`config.mk`:
```
export PLATFORM = sky130hd
export DESIGN_NAME = timer_sequencer_flat
export DESIGN_NICKNAME = d
export VERILOG_FILES = /design/src/rtl/timer_sequencer_if.sv /design/src/rtl/timer_sequencer.sv /design/src/flat_wrapper.sv
export SDC_FILE = /design/constraint.sdc
export NUM_CORES = 1
export LEC_CHECK = 0
export CELL_PAD_IN_SITES_DETAIL_PLACEMENT = 0
export CELL_PAD_IN_SITES_GLOBAL_PLACEMENT = 1
export CORE_MARGIN = 1.5
export CORE_UTILIZATION = 32
export CTS_CLUSTER_DIAMETER = 100
export DETAILED_ROUTE_END_ITERATION = 16
export PLACE_DENSITY_LB_ADDON = 0.1
export SYNTH_ARGS = -nofsm -noshare
export SYNTH_HDL_FRONTEND = slang
export SYNTH_SLANG_ARGS = --single-unit
```
`constraint.sdc`:
```
create_clock -name clk -period 1.7 [get_ports clk]
set_input_delay 0.17 -clock clk [delete_from_list [all_inputs] [get_ports clk]]
set_output_delay 0.17 -clock clk [all_outputs]
set_load 0.01 [all_outputs]
```
`src/rtl/timer_sequencer_if.sv`:
```
`default_nettype none
// ============================================================================
// Module      : timer_sequencer_if
// Description : Control/status bundle for timer_sequencer.
// Revision    : 1.0 - initial release
// ============================================================================
interface timer_sequencer_if #(
    parameter int WIDTH = 4
);
    logic             start;
    logic             stop;
    logic             pause;
    logic             periodic;
    logic [WIDTH-1:0] limit;
    logic [WIDTH-1:0] cuenta;
    logic             count_en;
    logic             busy;
    logic             done;

    modport master (
        output start, stop, pause, periodic, limit,
        input  cuenta, count_en, busy, done
    );

    modport slave (
        input  start, stop, pause, periodic, limit,
        output cuenta, count_en, busy, done
    );
endinterface
`default_nettype wire

```
`src/rtl/timer_sequencer.sv`:
```
`default_nettype none
// ============================================================================
// Module      : timer_sequencer
// Description : One-shot / auto-reload up-counter with pause and abort.
// Revision    : 1.0 - initial release
// ============================================================================
module timer_sequencer #(
    parameter int WIDTH = 4
) (
    input  wire              clk,
    input  wire              rst,
    timer_sequencer_if.slave bus
);
    typedef enum logic [1:0] {
        IDLE  = 2'd0,
        RUN   = 2'd1,
        PAUSE = 2'd2,
        DONE  = 2'd3
    } state_t;

    state_t           r_state;
    state_t           w_state_nxt;
    logic [WIDTH-1:0] r_cuenta;
    logic [WIDTH-1:0] w_cuenta_nxt;
    logic [WIDTH-1:0] r_limit_q;
    logic [WIDTH-1:0] w_limit_nxt;
    logic             r_per_q;
    logic             w_per_nxt;
    logic             r_done;
    logic             w_done_nxt;

    always_ff @(posedge clk or posedge rst) begin
        if (rst) begin
            r_state   <= IDLE;
            r_cuenta  <= '0;
            r_limit_q <= '0;
            r_per_q   <= 1'b0;
            r_done    <= 1'b0;
        end else begin
            r_state   <= w_state_nxt;
            r_cuenta  <= w_cuenta_nxt;
            r_limit_q <= w_limit_nxt;
            r_per_q   <= w_per_nxt;
            r_done    <= w_done_nxt;
        end
    end

    always_comb begin
        w_state_nxt  = r_state;
        w_cuenta_nxt = r_cuenta;
        w_limit_nxt  = r_limit_q;
        w_per_nxt    = r_per_q;
        w_done_nxt   = 1'b0;
        if (bus.stop) begin
            // Abort wins over everything, including a terminal-count edge.
            w_state_nxt  = IDLE;
            w_cuenta_nxt = '0;
        end else begin
            case (r_state)
                IDLE, DONE: begin
                    if (bus.start) begin
                        w_limit_nxt  = bus.limit;
                        w_per_nxt    = bus.periodic;
                        w_cuenta_nxt = '0;
                        w_state_nxt  = RUN;
                    end
                end
                RUN: begin
                    if (bus.pause) begin
                        w_state_nxt = PAUSE;
                    end else if (r_cuenta == r_limit_q) begin
                        w_done_nxt = 1'b1;
                        if (r_per_q) begin
                            w_cuenta_nxt = '0;
                        end else begin
                            w_state_nxt = DONE;
                        end
                    end else begin
                        w_cuenta_nxt = r_cuenta + WIDTH'(1);
                    end
                end
                PAUSE: begin
                    if (!bus.pause) begin
                        w_state_nxt = RUN;
                    end
                end
                default: begin
                    w_state_nxt = IDLE;
                end
            endcase
        end
    end

    assign bus.cuenta   = r_cuenta;
    assign bus.done     = r_done;
    assign bus.busy     = (r_state == RUN) || (r_state == PAUSE);
    assign bus.count_en = (r_state == RUN) && !bus.pause && !bus.stop;
endmodule
`default_nettype wire

```
`src/flat_wrapper.sv`:
```
// flat-port wrapper written by rule: the top's interface ports become plain ports
module timer_sequencer_flat 
#(
    parameter int WIDTH = 4
)
  (clk, rst, bus_start, bus_stop, bus_pause, bus_periodic, bus_limit, bus_cuenta, bus_count_en, bus_busy, bus_done);
  timer_sequencer_if #(.WIDTH(WIDTH)) bus_i ();
  input  wire clk;
  input  wire rst;
  input wire logic [$bits(bus_i.start)-1:0] bus_start;
  input wire logic [$bits(bus_i.stop)-1:0] bus_stop;
  input wire logic [$bits(bus_i.pause)-1:0] bus_pause;
  input wire logic [$bits(bus_i.periodic)-1:0] bus_periodic;
  input wire logic [$bits(bus_i.limit)-1:0] bus_limit;
  output wire logic [$bits(bus_i.cuenta)-1:0] bus_cuenta;
  output wire logic [$bits(bus_i.count_en)-1:0] bus_count_en;
  output wire logic [$bits(bus_i.busy)-1:0] bus_busy;
  output wire logic [$bits(bus_i.done)-1:0] bus_done;
  assign bus_i.start = bus_start;
  assign bus_i.stop = bus_stop;
  assign bus_i.pause = bus_pause;
  assign bus_i.periodic = bus_periodic;
  assign bus_i.limit = bus_limit;
  assign bus_cuenta = bus_i.cuenta;
  assign bus_count_en = bus_i.count_en;
  assign bus_busy = bus_i.busy;
  assign bus_done = bus_i.done;
  timer_sequencer #(.WIDTH(WIDTH)) u_core (.clk(clk), .rst(rst), .bus(bus_i));
endmodule
```
ff_map.png
Other sequential cells in the stronger gray, the rest of the logic in the fainter gray.
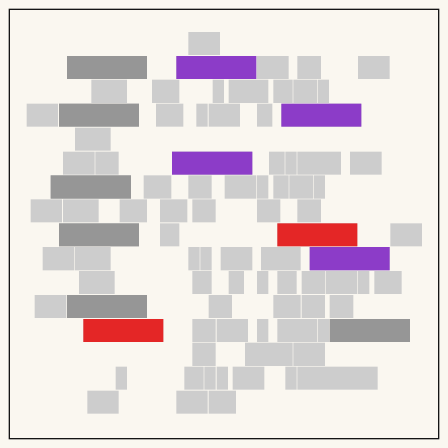
| color | netlist name | sequential cells |
|---|---|---|
| purple | u_core.bus.cuenta | 4 |
| red | u_core.r_state | 2 |
not colored: 6

pinout.png
Pins as bars across the die edge, other pins in gray.
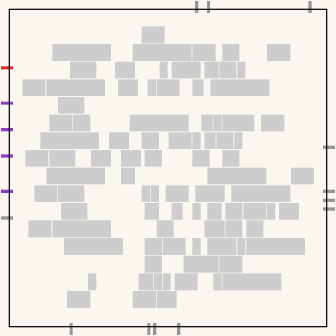
| color | port | pins | direction | edge |
|---|---|---|---|---|
| purple | bus_limit | 4 | input | left |
| red | clk | 1 | input | left |
all pins by edge: 6 left, 4 right, 4 bottom, 3 top
Port Buffer Count: 16
Chip Width: 48.7 um
DIE HEIGHT: 48.7 um

synthesized netlist by cell type (all sizes together) (2+ instances only):
library cell   n
dfrtp         12
inv            7
mux2           5
nor2           5
mux2i          4
nand2          4
xnor2          4
ha             3
nand3          3
nand3b         2
nand4          2
o211ai         2
worst register-to-register path, cell delays in order (launching register included):
cell      delay, ns
dfrtp_1        0.35
inv_1          0.07
ha_1           0.32
buf_4          0.15
nand3b_1       0.21
mux2_2         0.37
routing by layer:
metal / vias up / track usage (%) / part of all wire [%]
met5: - / 0 / 0
met4: 0 / 4.29 / 0.86
met3: 2 / 5.86 / 5.3
met2: 12 / 20.3 / 45
met1: 258 / 15.5 / 48
li1: 272 / - / -
worst min-delay path by stage:
stage | startpoint | to | slack, ns | depth (start not counted)
floorplan | rst | u_core.bus.cuenta[0] | 0.03 | 1
global placement | u_core.r_limit_q[2] | u_core.r_limit_q[2] | 0.51 | 1
detailed placement | rst | u_core.r_state[1] | 0.52 | 2
CTS | rst | u_core.r_state[1] | 0.22 | 2
global route | rst | u_core.r_state[1] | 0.26 | 2
finish | rst | u_core.bus.done | 0.21 | 2
what timing repair did:
| item | CTS | global route |
|---|---|---|
| resized | 4 | 2 |
| endpoints found under the setup margin | 2 | 4 |
| setup buffers | 0 | 0 |
metrics by stage:
| stage | power [mW] | setup slack [ns] | hold slack (ns) | util (%) | cells |
|---|---|---|---|---|---|
| after floorplan | 0.634 | 0.122 | 0.0347 | - | 63 |
| after global placement | 0.785 | 0.0332 | 0.514 | 46.2 | 112 |
| after detailed placement | 0.788 | 0.0630 | 0.518 | 46.2 | 112 |
| after CTS | 1.02 | 0.0693 | 0.223 | 48.6 | 116 |
| after global routing | 1.09 | -0.00475 | 0.263 | 48.9 | 116 |
| final | 1.01 | 0.0902 | 0.213 | 48.9 | 116 |
==> results.tsv <==
stage	metric	value	unit
layout	clock_area_share	3.79	%
layout	n_antenna_cell	0	
worst_setup_path	start_kind	flop	
synthesis	xor_share	5.24	%
synthesis	mux_area_share	14.4	%
synthesis	synth-edff-count	0	
power_and_ir_drop	p_comb_share	39.1	%
layout	comb_area_share	37.5	%
worst_setup_path	path_depth	5	
layout	logic_gate_count	44	
synthesis	ys_types	22	
sta	fmax	0.621	GHz
worst_setup_path	crit_required	1.53	ns
worst_setup_path	timing.rr.start	u_core.r_state[0]	
place	place_area	907	sq um
place	dp_hpwl	1010	um
worst_hold_path	hold_class	in2async	
sta	fin_crit_sh	94.7	%
clock_network	h-tree-depth	1	
die	core	1960	sq um
routing	wl_per_cell	11.1	um
worst_setup_path	worstSetupEndpoint	bus_busy	
worst_setup_path	timing.rr.end	u_core.r_limit_q[2]	
power_and_ir_drop	clkPwrFrac	22.0	%
die	initCoreUtil	34.1	%
global_route	grt.total_usage	12.9	%
sta	fin_crit	1.61	ns
synthesis	syn_inst	63	
clock_network	clk_pin_slew	0.07	ns
status	status	completed	
sta	grt_setup_unrepaired	true	
power_and_ir_drop	power_clock	0.222	mW
power_and_ir_drop	power_leader	combinational logic	
clock_network	tritoncts	built	
sta	setup_viol	0	
sta	report.final.slew_viol_count	0	
synthesis	syn-cell-area	668	sq um
routing	via_per_inst	4.69	
synthesis	synth-compound-area-share	8.99	%
routing	first_pass_iters	4	
synthesis	ys.flop_type	dfrtp_1	
synthesis	syn_avg_cell_area	10.6	sq um
worst_setup_path	critPathMaxStageDelay	0.35	ns
place	place.gp.congestion	0.736	
layout	inv_count	7	
power_and_ir_drop	comb-power	0.394	mW
clock_network	clock-root-buffer	clkbuf_4	
layout	comb_area	359	sq um
power_and_ir_drop	seq_power	0.392	mW
Power figures rest on the tool's default switching activity, not on a simulated workload.
